## config.mk

```make
export PLATFORM = sky130hd
export DESIGN_NAME = uart_tx_arbiter_flat
export DESIGN_NICKNAME = d
export VERILOG_FILES = /design/src/rtl/uart_tx_arbiter_if.sv /design/src/rtl/uart_tx_arbiter.sv /design/src/flat_wrapper.sv
export SDC_FILE = /design/constraint.sdc
export NUM_CORES = 1
export LEC_CHECK = 0
export ABC_AREA = 1
export CAP_MARGIN = 20
export CORE_MARGIN = 3
export CORE_UTILIZATION = 46
export DETAILED_ROUTE_END_ITERATION = 12
export GPL_TIMING_DRIVEN = 0
export PLACE_DENSITY = 0.86
export SLEW_MARGIN = 20
export SYNTH_ARGS = -nofsm -noshare
export SYNTH_HDL_FRONTEND = slang
export SYNTH_SLANG_ARGS = --single-unit
```

## constraint.sdc

```tcl
create_clock -name clk -period 4.9 [get_ports clk]
set_clock_uncertainty 0.1 [all_clocks]
set_input_delay 0.49 -clock clk [delete_from_list [all_inputs] [get_ports clk]]
set_output_delay 0.49 -clock clk [all_outputs]
set_load 0.03 [all_outputs]
```

## src/rtl/uart_tx_arbiter_if.sv

```systemverilog
// Byte-producer / UART-transmitter bundle around the TX arbiter; the master modport is the arbiter side.
// UART_ARB_LOCK_EN adds the per-requester lock vector.
interface uart_tx_arbiter_if #(
   parameter int NUM_REQ = 4,
   parameter int IDW     = 2
);
   logic [NUM_REQ-1:0]   req;
   logic [8*NUM_REQ-1:0] req_data;
   logic [NUM_REQ-1:0]   ack;
   logic [7:0]           tx_data;
   logic                 tx_wr_en;
   logic                 tx_busy;
   logic [IDW-1:0]       grant_id;
   logic                 arb_busy;
`ifdef UART_ARB_LOCK_EN
   logic [NUM_REQ-1:0]   lock;

   modport master (
      input  req, req_data, tx_busy, lock,
      output ack, tx_data, tx_wr_en, grant_id, arb_busy
   );

   modport slave (
      output req, req_data, tx_busy, lock,
      input  ack, tx_data, tx_wr_en, grant_id, arb_busy
   );
`else
   modport master (
      input  req, req_data, tx_busy,
      output ack, tx_data, tx_wr_en, grant_id, arb_busy
   );

   modport slave (
      output req, req_data, tx_busy,
      input  ack, tx_data, tx_wr_en, grant_id, arb_busy
   );
`endif
endinterface

```

## src/rtl/uart_tx_arbiter.sv

```systemverilog
// Round-robin share of one UART transmitter among NUM_REQ byte producers (UART_ARB_LOCK_EN: sticky grant).
// Latency: req seen in IDLE -> tx_wr_en/ack next cycle; backpressure: no grant while tx_busy, one byte per frame.
module uart_tx_arbiter #(
   parameter int NUM_REQ = 4,
   parameter int IDW     = 2
) (
   input  logic              clk,
   input  logic              rst_n,
   uart_tx_arbiter_if.master bus
);

   typedef enum logic [1:0] {
      IDLE      = 2'd0,
      LOAD      = 2'd1,
      WAIT_BUSY = 2'd2,
      WAIT_DONE = 2'd3
   } state_t;

   state_t             state;
   state_t             state_nxt;
   logic [IDW-1:0]     rr_ptr;
   logic [IDW-1:0]     rr_nxt;
   logic [IDW-1:0]     grant_id;
   logic [IDW-1:0]     grant_nxt;
   logic [7:0]         tx_data;
   logic [7:0]         data_nxt;

   logic               found;
   logic [IDW-1:0]     winner;
   logic [IDW:0]       sum;
   logic [NUM_REQ-1:0] shifted;
   logic [7:0]         win_byte;

   // Rotating search from rr_ptr; the extra bit in sum keeps the modulo wrap exact.
   always_comb begin : pick
      found   = 1'b0;
      winner  = '0;
      sum     = '0;
      shifted = '0;
      for (int off = 0; off < NUM_REQ; off++) begin
         sum = {1'b0, rr_ptr} + (IDW+1)'(off);
         if (sum >= (IDW+1)'(NUM_REQ)) begin
            sum = sum - (IDW+1)'(NUM_REQ);
         end
         shifted = bus.req >> sum;
         if (!found && shifted[0]) begin
            found  = 1'b1;
            winner = sum[IDW-1:0];
         end
      end
`ifdef UART_ARB_LOCK_EN
      // A locked requester keeps the transmitter until it releases lock or runs dry.
      if (|(bus.lock & bus.req & (NUM_REQ'(1) << grant_id))) begin
         found  = 1'b1;
         winner = grant_id;
      end
`endif
   end

   always_comb begin : byte_mux
      win_byte = 8'h00;
      for (int i = 0; i < NUM_REQ; i++) begin
         if (winner == IDW'(i)) begin
            win_byte = bus.req_data[8*i +: 8];
         end
      end
   end

   always_comb begin : fsm_next
      state_nxt = state;
      rr_nxt    = rr_ptr;
      grant_nxt = grant_id;
      data_nxt  = tx_data;
      case (state)
         IDLE: begin
            if (found && !bus.tx_busy) begin
               grant_nxt = winner;
               data_nxt  = win_byte;
               state_nxt = LOAD;
            end
         end
         LOAD: begin
            rr_nxt    = (grant_id == IDW'(NUM_REQ-1)) ? '0 : grant_id + 1'b1;
            state_nxt = WAIT_BUSY;
         end
         WAIT_BUSY: begin
            if (bus.tx_busy) begin
               state_nxt = WAIT_DONE;
            end
         end
         WAIT_DONE: begin
            if (!bus.tx_busy) begin
               state_nxt = IDLE;
            end
         end
         default: state_nxt = IDLE;
      endcase
   end

   always_ff @(posedge clk or negedge rst_n) begin
      if (!rst_n) begin
         state    <= IDLE;
         rr_ptr   <= '0;
         grant_id <= '0;
         tx_data  <= 8'h00;
      end else begin
         state    <= state_nxt;
         rr_ptr   <= rr_nxt;
         grant_id <= grant_nxt;
         tx_data  <= data_nxt;
      end
   end

   // Strobes decode straight from the state register, so they clear as soon as reset asserts.
   assign bus.tx_wr_en = (state == LOAD);
   assign bus.ack      = (state == LOAD) ? (NUM_REQ'(1) << grant_id) : '0;
   assign bus.tx_data  = tx_data;
   assign bus.grant_id = grant_id;
   assign bus.arb_busy = (state != IDLE);

endmodule

```

## src/flat_wrapper.sv

```systemverilog
// flat-port wrapper written by rule: the top's interface ports become plain ports
module uart_tx_arbiter_flat 
#(
   parameter int NUM_REQ = 4,
   parameter int IDW     = 2
)
  (clk, rst_n, bus_req, bus_req_data, bus_tx_busy, bus_ack, bus_tx_data, bus_tx_wr_en, bus_grant_id, bus_arb_busy);
  uart_tx_arbiter_if #(.NUM_REQ(NUM_REQ), .IDW(IDW)) bus_i ();
  input  logic clk;
  input  logic rst_n;
  input wire logic [$bits(bus_i.req)-1:0] bus_req;
  input wire logic [$bits(bus_i.req_data)-1:0] bus_req_data;
  input wire logic [$bits(bus_i.tx_busy)-1:0] bus_tx_busy;
  output wire logic [$bits(bus_i.ack)-1:0] bus_ack;
  output wire logic [$bits(bus_i.tx_data)-1:0] bus_tx_data;
  output wire logic [$bits(bus_i.tx_wr_en)-1:0] bus_tx_wr_en;
  output wire logic [$bits(bus_i.grant_id)-1:0] bus_grant_id;
  output wire logic [$bits(bus_i.arb_busy)-1:0] bus_arb_busy;
  assign bus_i.req = bus_req;
  assign bus_i.req_data = bus_req_data;
  assign bus_i.tx_busy = bus_tx_busy;
  assign bus_ack = bus_i.ack;
  assign bus_tx_data = bus_i.tx_data;
  assign bus_tx_wr_en = bus_i.tx_wr_en;
  assign bus_grant_id = bus_i.grant_id;
  assign bus_arb_busy = bus_i.arb_busy;
  uart_tx_arbiter #(.NUM_REQ(NUM_REQ), .IDW(IDW)) u_core (.clk(clk), .rst_n(rst_n), .bus(bus_i));
endmodule
```

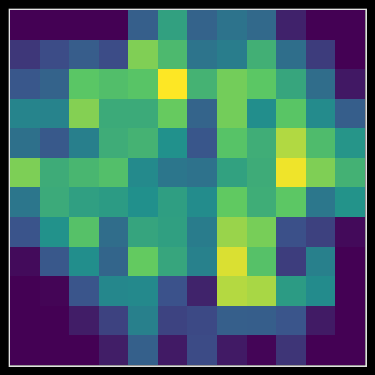
route_heat.png
(6 px per um) 12 x 12 tiles, from dark purple (low) to yellow (high), scaled to the fullest tile. Values are wire area over tile area, all layers added.
The emptiest ninth of the die: south-west. 14% of the tiles are nearly empty. The mean over all tiles is 0.14. The fullest tile reaches 0.35. 39% of the tiles are over half the peak.
final WL: 3.20 mm
per-cell routed wire length: 11.6 um
gr usage total: 0.197

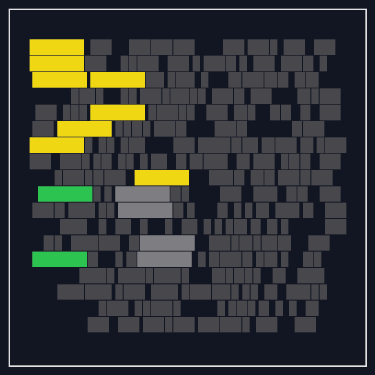
ff_map.png
(6 px per um) Other sequential cells in the stronger gray, the rest of the logic in the fainter gray.
Key: yellow = u_core.bus.tx_data [sequential cells 8, where north-west]; green = u_core.state [sequential cells 2]
Another 4 sequential cells are not colored.
sequential share of cell area: 0.184
storage element area: 350 um2

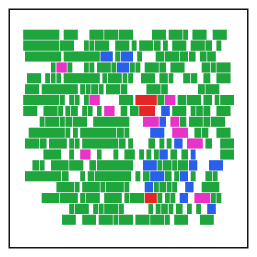
sizing.png
(4 px per um)
Key: blue = x2 [cells 18]; green = x1 and smaller [cells 214]; magenta = x3 and x4 [cells 10]; red = x6 and larger [cells 3]

==> flow_summary.yaml <==
# yosys + openroad results
final_layout:
  ff_count: 14
  drive_gt1_frac: 0.127
  inv_count: 30
  area_growth_pct: 46.1
  clkCellAreaFrac: 0.0118
  regMostFlops: "u_core.bus.tx_data"
  n_fill_cell: 220
  fin_nets: 296
  combGateArea_um2: 787
  antennaDiodeCount: 0
placed_design:
  dp_hpwl_mm: 2.57
  gp_congestion: 0.798
  pre_cts_ws_ns: 2.38
  portBuffers: 54
clock_tree:
  clkLatencyLatePin_ns: 0.27
  cts.path.max_buffers: 2
  cts_max_level: 1
  cts-buffers-inserted: 3
  cts_root_buf: "clkbuf_4"
  cts_resized: 0
logic_synthesis:
  yosysWarnings: 0
  dominantRegCellSynth: "dfrtp_1"
  syn_avg_cell_area_um2: 6.93
  yosys_area_um2: 1300
  edf_count: 0
  yosysCellCount: 188
  postSynthCellCount: 188
setup_path:
  r2r_start: "u_core.rr_ptr[0]"
  slowest_delay_ns: 0.66
  cp_num_cells: 5
  worstSetupStartpointType: "register"
  cp_cell_sequence: "inv_1 -> ha_1 -> nand2_1 -> inv_1 -> clkdlybuf4s50_1"
  crit_family: "buffers and inverters"
  cp_num_buf_inv: 3
  crit_slowest_cell: "clkdlybuf4s50_1"
final_timing:
  finalWorstSetupSlack_ns: 2.38
  layout_min_cycle_time_ns: 2.52
floorplan:
  die_y_um: 59.2
grt:
  grt_pass1_wl_mm: 5.31
route:
  route.detailed.drc: 0
  first_pass_iters: 4
  drt_iter0_drc: 68
  vias: 1359
status:
  status: "completed"
hold_path:
  hold_path_depth: 2
==> power breakdown <==
part / total (mW) / switching [mW] / internal [mW]
combinational: 1.07 / 0.665 / 0.402
sequential: 0.211 / 0.0408 / 0.171
clock: 0.0604 / 0.0320 / 0.0285
==> per-layer routing <==
| metal | wire [um] | part of all wire | GRT usage |
|---|---|---|---|
| met3 | 137 | 0.043 | 0.0305 |
| met4 | 55 | 0.017 | 0.0744 |
| met2 | 1470 | 0.46 | 0.300 |
| met1 | 1540 | 0.48 | 0.281 |
| met5 | 0 | 0 | 0 |
==> logic make-up (layout without fill, tap and decap cells) <==
family,count (synthesis),count (layout),share of synthesized area
simple gates,111,111,0.422
buf+inv,35,92,0.128
compound gates,17,17,0.0777
flops,14,14,0.269
fa+ha+maj,10,10,0.0960
mux,1,1,0.00768
Power and IR drop assume default switching activity.
